--- config.mk ---
export PLATFORM = sky130hd
export DESIGN_NAME = mem_port_arbiter
export DESIGN_NICKNAME = d
export VERILOG_FILES = /design/src/rtl/mem_arb_pkg.sv /design/src/rtl/mem_arb_fairness.sv /design/src/rtl/mem_port_arbiter.sv
export SDC_FILE = /design/constraint.sdc
export NUM_CORES = 1
export LEC_CHECK = 0
export CAP_MARGIN = 20
export CELL_PAD_IN_SITES_DETAIL_PLACEMENT = 1
export CELL_PAD_IN_SITES_GLOBAL_PLACEMENT = 1
export CORE_MARGIN = 8
export CORE_UTILIZATION = 10
export CTS_CLUSTER_SIZE = 10
export DETAILED_ROUTE_END_ITERATION = 10
export PLACE_DENSITY = 0.76
export SKIP_CTS_REPAIR_TIMING = 1
export SYNTH_ARGS = -nofsm -noshare
export SYNTH_HDL_FRONTEND = slang
export SYNTH_SLANG_ARGS = --single-unit
--- constraint.sdc ---
create_clock -name clk -period 1.65 [get_ports clk]
set_input_delay 0.2475 -clock clk [delete_from_list [all_inputs] [get_ports clk]]
set_output_delay 0.2475 -clock clk [all_outputs]
set_load 0.02 [all_outputs]
--- src/rtl/mem_arb_pkg.sv ---
// Shared types for the instruction/data SRAM port arbiter.
// Owner tags for read return and fairness FSM states.
package mem_arb_pkg;

  localparam int SRAM_ADDR_W = 11;

  typedef enum logic [1:0] {
    OWN_NONE,
    OWN_IF,
    OWN_DM
  } owner_e;

  typedef enum logic {
    S_DPRI,
    S_FPRI
  } arb_state_e;

endpackage

--- src/rtl/mem_arb_fairness.sv ---
// Data-priority FSM with a streak counter that bounds fetch starvation.
// fetch_first flips priority to IF for one grant after MAX_STREAK DM wins.
module mem_arb_fairness
  import mem_arb_pkg::*;
#(
  parameter int MAX_STREAK = 4
) (
  input  logic clk,
  input  logic rst,
  input  logic if_req,
  input  logic if_gnt,
  input  logic dm_gnt,
  output logic fetch_first
);

  localparam logic [3:0] MAX = 4'(MAX_STREAK);

  arb_state_e state;
  arb_state_e state_nx;
  logic [3:0] cnt;
  logic [3:0] cnt_nx;
  logic [3:0] cnt_inc;

  always_ff @(posedge clk) begin
    if (rst) begin
      state <= S_DPRI;
      cnt   <= '0;
    end else begin
      state <= state_nx;
      cnt   <= cnt_nx;
    end
  end

  always_comb begin
    state_nx = state;
    cnt_nx   = cnt;
    cnt_inc  = cnt + 4'd1;
    unique case (state)
      S_DPRI: begin
        if (dm_gnt && if_req) begin
          if (cnt_inc == MAX) begin
            state_nx = S_FPRI;
            cnt_nx   = '0;
          end else begin
            cnt_nx = cnt_inc;
          end
        end else if (if_gnt || !if_req) begin
          cnt_nx = '0;
        end
      end
      S_FPRI: begin
        if (if_gnt || !if_req) begin
          state_nx = S_DPRI;
          cnt_nx   = '0;
        end
      end
      default: begin
        state_nx = S_DPRI;
        cnt_nx   = '0;
      end
    endcase
  end

  always_comb begin
    fetch_first = (state == S_FPRI);
  end

endmodule

--- src/rtl/mem_port_arbiter.sv ---
// Shares one single-port SRAM between fetch (read-only) and MEM stage.
// Per-cycle grant, 1-cycle read return routed by a registered owner tag.
module mem_port_arbiter
  import mem_arb_pkg::*;
#(
  parameter int ADDR_W     = SRAM_ADDR_W,
  parameter int DATA_W     = 32,
  parameter int MAX_STREAK = 4
) (
  input  logic              clk,
  input  logic              rst,
  input  logic              if_req,
  input  logic [31:0]       if_addr,
  output logic              if_gnt,
  output logic              if_rvalid,
  output logic [DATA_W-1:0] if_rdata,
  input  logic              dm_req,
  input  logic              dm_we,
  input  logic [31:0]       dm_addr,
  input  logic [DATA_W-1:0] dm_wdata,
  output logic              dm_gnt,
  output logic              dm_rvalid,
  output logic [DATA_W-1:0] dm_rdata,
  output logic              sram_cen,
  output logic              sram_wen,
  output logic [ADDR_W-1:0] sram_a,
  output logic [DATA_W-1:0] sram_d,
  input  logic [DATA_W-1:0] sram_q,
  output logic              if_stall,
  output logic              dm_stall
);

  logic   fetch_first;
  owner_e rd_own;
  owner_e rd_own_nx;

  // Byte-lane bits and out-of-range upper bits are deliberately dropped.
  logic unused_addr;
  assign unused_addr = ^{if_addr[31:ADDR_W+2], if_addr[1:0],
                         dm_addr[31:ADDR_W+2], dm_addr[1:0]};

  mem_arb_fairness #(
    .MAX_STREAK (MAX_STREAK)
  ) u_fair (
    .clk         (clk),
    .rst         (rst),
    .if_req      (if_req),
    .if_gnt      (if_gnt),
    .dm_gnt      (dm_gnt),
    .fetch_first (fetch_first)
  );

  assign if_gnt = !rst && if_req && (fetch_first || !dm_req);
  assign dm_gnt = !rst && dm_req && !(fetch_first && if_req);

  assign if_stall = if_req && !if_gnt;
  assign dm_stall = dm_req && !dm_gnt;

  always_comb begin
    sram_cen = 1'b1;
    sram_wen = 1'b1;
    sram_a   = '0;
    sram_d   = '0;
    unique case (1'b1)
      if_gnt: begin
        sram_cen = 1'b0;
        sram_a   = if_addr[ADDR_W+1:2];
      end
      dm_gnt: begin
        sram_cen = 1'b0;
        sram_wen = !dm_we;
        sram_a   = dm_addr[ADDR_W+1:2];
        sram_d   = dm_wdata;
      end
      default: ;
    endcase
  end

  always_comb begin
    rd_own_nx = OWN_NONE;
    unique case (1'b1)
      if_gnt:           rd_own_nx = OWN_IF;
      dm_gnt && !dm_we: rd_own_nx = OWN_DM;
      default:          rd_own_nx = OWN_NONE;
    endcase
  end

  always_ff @(posedge clk) begin
    if (rst) begin
      rd_own <= OWN_NONE;
    end else begin
      rd_own <= rd_own_nx;
    end
  end

  assign if_rvalid = !rst && (rd_own == OWN_IF);
  assign dm_rvalid = !rst && (rd_own == OWN_DM);
  assign if_rdata  = sram_q;
  assign dm_rdata  = sram_q;

endmodule

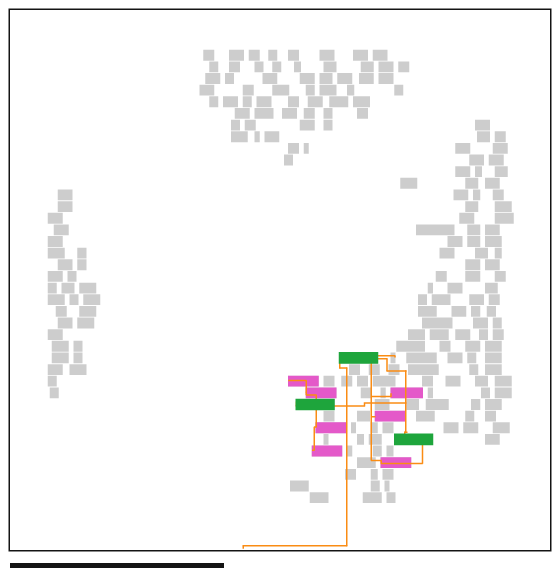
(routed clock nets over the placement)
Bar = 50 um.
- clock drivers: green (count 3)
- clock wires: orange (length 205 um)
- flip-flops: magenta (count 7)
- flops lie: bottom middle
- routed clock nets: 4
Layout Skew: 5.35 ps
P_clk: 419 uW
clk_lat worst skew: 240 ps
share of total power in the clock network: 0.404

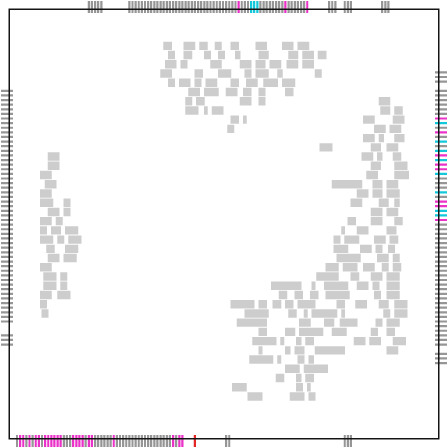
(ports around the boundary)
Pins as bars across the die edge, other pins in gray.
- clk: red (pins 1; direction input; edge bottom)
- sram_a: cyan (pins 11; direction output; edge 8 right, 3 top)
- dm_addr: magenta (pins 32; direction input; edge 21 bottom, 8 right, 3 top)
- all pins by edge: 72 top, 62 right, 60 bottom, 54 left
Chip Height: 126 um
buffers added on ports: 109

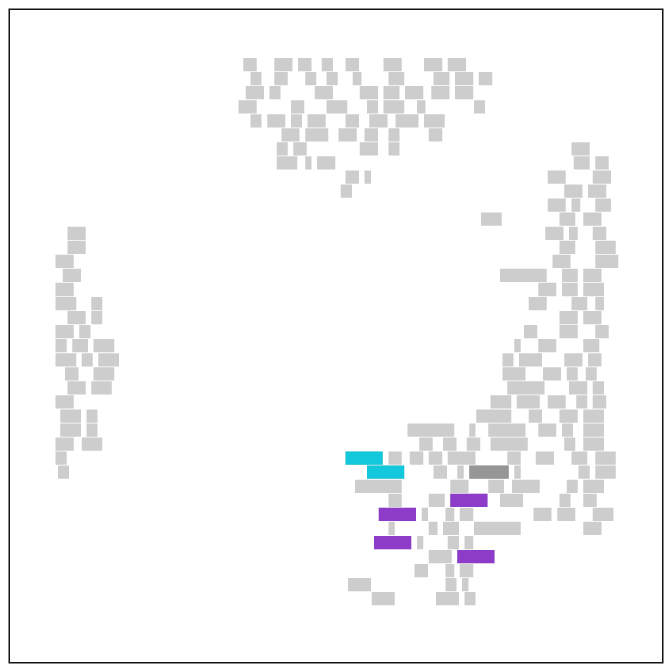
(register map, names as in the netlist)
Other sequential cells in the stronger gray, the rest of the logic in the fainter gray.
- u_fair.cnt: purple (flops 4)
- rd_own: cyan (flops 2)
- not colored: 1
sequential cell area in the final layout: 141 sq um
fin util: 0.183
sequential power: 176 uW
sequential share of cell area: 0.0647

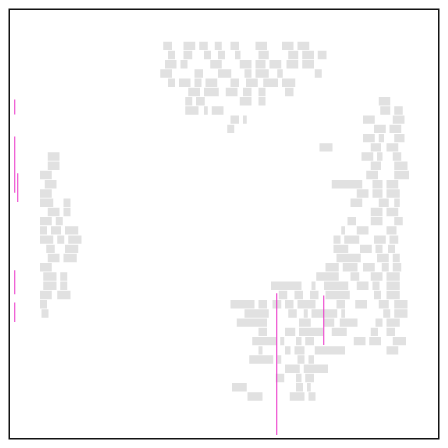
(met4 routing)
- share of all routed wire: 1.9%
- wire length on this layer: 96.6 um
total vias in the final route: 1171
final wirelength: 5.11 mm

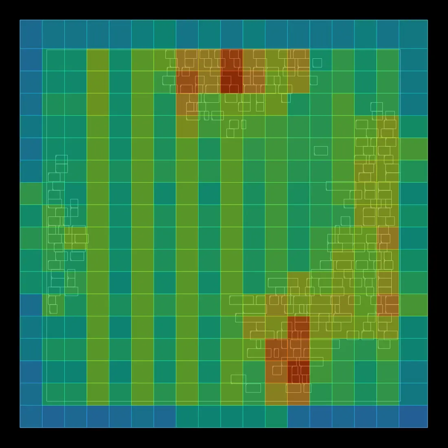
(routing congestion map)
busiest layer in global routing: met2
GR Layer Usage met3: 0.0287
Global Route Usage Sum: 0.0569

==> flow_metrics.rpt <==
FLOW METRICS REPORT
----------------------------------------------------
[STA]
  Final period demand of the worst path ........................ around 1700 ps
  Number of setup violations in the final report ........................ 28
  Post-route setup slack ........................ -80.5 ps
  FMAX ........................ 0.578 GHz
  Endpoints failing hold ........................ 0
  Unrepaired setup endpoints after global routing ........................ yes

[Clock network]
  Clock-pin transition on the worst setup and hold timing paths ........................ 40 ps
  CTS Buf Count ........................ 3
  Bufs on Longest Clock Path ........................ 2
  Number of levels the H-tree was split into ........................ 1

[Route]
  Detail Route Antenna Nets ........................ 0
  Post-detailed-route DRC marker count ........................ 0
  Routed vias/inst ........................ 3.28
  Routed wirelength normalized by instance count ........................ 14.3 um

[Die]
  Std-Cell Rows ........................ 40
  CORE AREA ........................ 0.0119 sq mm
  Number of primary I/O pins ........................ approximately 250

[Synth]
  Synthesized registers ........................ 7
  Cell count in the Yosys report ........................ 154
  Register area share after synthesis ........................ 0.115
  Chip area from the yosys synthesis statistics ........................ 0.00121 sq mm

[Power]
  Net Switching ........................ ~280 uW
  PD cells ........................ 476 mW/mm^2
  Static leakage ........................ 0.00101 uW
  Switching part of the total power ........................ 0.266
  Power share of the sequential group ........................ 0.169

[Finish]
  Area added between synthesis and finish ........................ 80.0%
  Share of final-layout standard cells stronger than drive strength 1 ........................ 0.333
  Final net count ........................ 346

[Hold path]
  Class of the tightest hold or removal check ........................ input port to output pin

[Run]
  OpenROAD warning count ........................ 70
  Max-cap violation count ........................ 0

[Worst setup path]
  Critical Path AT ........................ 1480 ps

[Place]
  Total placed instance area ........................ 0.00206 sq mm
  Hpwl dp ........................ 4.20 mm
  Pre-CTS WS ........................ -675 ps

[Outcome]
  Status ........................ finished, violations left
  Violations in the final reports ........................ negative setup slack

[Global route]
  Via count of the first global-routing pass ........................ around 1300
  Pin count of the biggest net entering global routing ........................ 37
  Antenna violations before repair ........................ 0

----------------------------------------------------
## final timing paths
| kind | start | endpoint | slack [ps] | cells after the start |
|---|---|---|---|---|
| worst max register to register | u_fair.cnt[0] | u_fair.fetch_first | 210 | 4 |
| worst max-delay path | u_fair.fetch_first | sram_d[11] | -80 | 5 |
| worst min-delay path | sram_q[11] | dm_rdata[11] | 500 | 0 |
| worst min register to register | u_fair.cnt[2] | u_fair.cnt[2] | 580 | 2 |
## cell type report
type                            instances  area [sq um]
Fill cell                            1421          9730
Timing Repair Buffer                  122          1230
Multi-Input combinational cell         75           547
Tap cell                              147           184
Sequential cell                         7           141
Clock buffer                            4          78.8
Inverter                                2          7.51
## per-layer routing
| layer | track usage | up-vias | share of wire |
|---|---|---|---|
| met5 | 0 | - | 0 |
| met4 | 0.0255 | 0 | 0.019 |
| met3 | 0.0287 | 16 | 0.10 |
| met2 | 0.0986 | 83 | 0.49 |
| met1 | 0.0561 | 523 | 0.38 |
| li1 | - | 549 | - |
## power by group through the flow
| stage | Combinational [uW] | Clock (uW) | Sequential, uW |
|---|---|---|---|
| 2_1_floorplan | 378 | 0 | 177 |
| 3_3_place_gp | 431 | 0 | 178 |
| 4_1_cts | 438 | 422 | 176 |
| 5_1_grt | 471 | 442 | 176 |
| 3_5_place_dp | 436 | 0 | 178 |
| 6_report | 444 | 419 | 176 |
## logic make-up after synthesis
logic type,synth area share
buffers and inverters,0.444
and+or+nand+nor,0.287
AOI/OAI and AO/OA,0.126
DFF,0.115
adders and majority gates,0.0206
xor gates and xnor gates,0.00722
## stage by stage
stage | hold WS (ps) | cells | util
after floorplan | 319 | 154 | -
after global placement | 495 | 349 | 0.173
after detailed placement | 495 | 349 | 0.173
after CTS | 495 | 353 | 0.179
after global routing | 495 | 357 | 0.183
final | 495 | 357 | 0.183
## layout by cell type, fill, tap and decap left out, types with 2 or more instances in the layout
cell	Yosys	layout
dlymetal6s2s_1	0	9
buf_2	0	5
buf_4	65	25
a21oi_1	2	2
and2_4	0	2
ha_1	2	2
nor3b_1	4	4
buf_6	3	24
clkdlybuf4s50_1	0	55
and2_1	32	30
dfxtp_1	7	6
a22o_1	11	11
nand3_1	2	2
nand2_1	2	2
nor2_1	5	5
buf_12	0	2
clkbuf_16	0	4
nor2b_1	3	3
## Yosys cell counts
master	instances
a211oi_1	1
a211oi_2	1
a21o_1	1
a21oi_1	2
a22o_1	11
a41oi_1	1
and2_1	32
buf_4	65
buf_6	3
clkbuf_2	2
dfxtp_1	7
ha_1	2
inv_1	2
nand2_1	2
nand2b_1	1
nand3_1	2
nand3b_1	1
nor2_1	5
nor2b_1	3
nor2b_2	1
nor3b_1	4
nor3b_4	1
nor4_1	1
nor4b_2	1
o21ba_2	1
xor2_1	1
## sequential cells by signal (all words and copies together), names as in the netlist
register,cells
u_fair.fetch_first,1
u_fair.cnt,4
rd_own,2
## worst max-delay path, stage by stage, from the launching register on
cell and delay (ps):
dfxtp_2 330, a211oi_4 330, buf_4 180, buf_8 120, and2_1 160, buf_6 120
Power figures rest on the tool's default switching activity, not on a simulated workload.
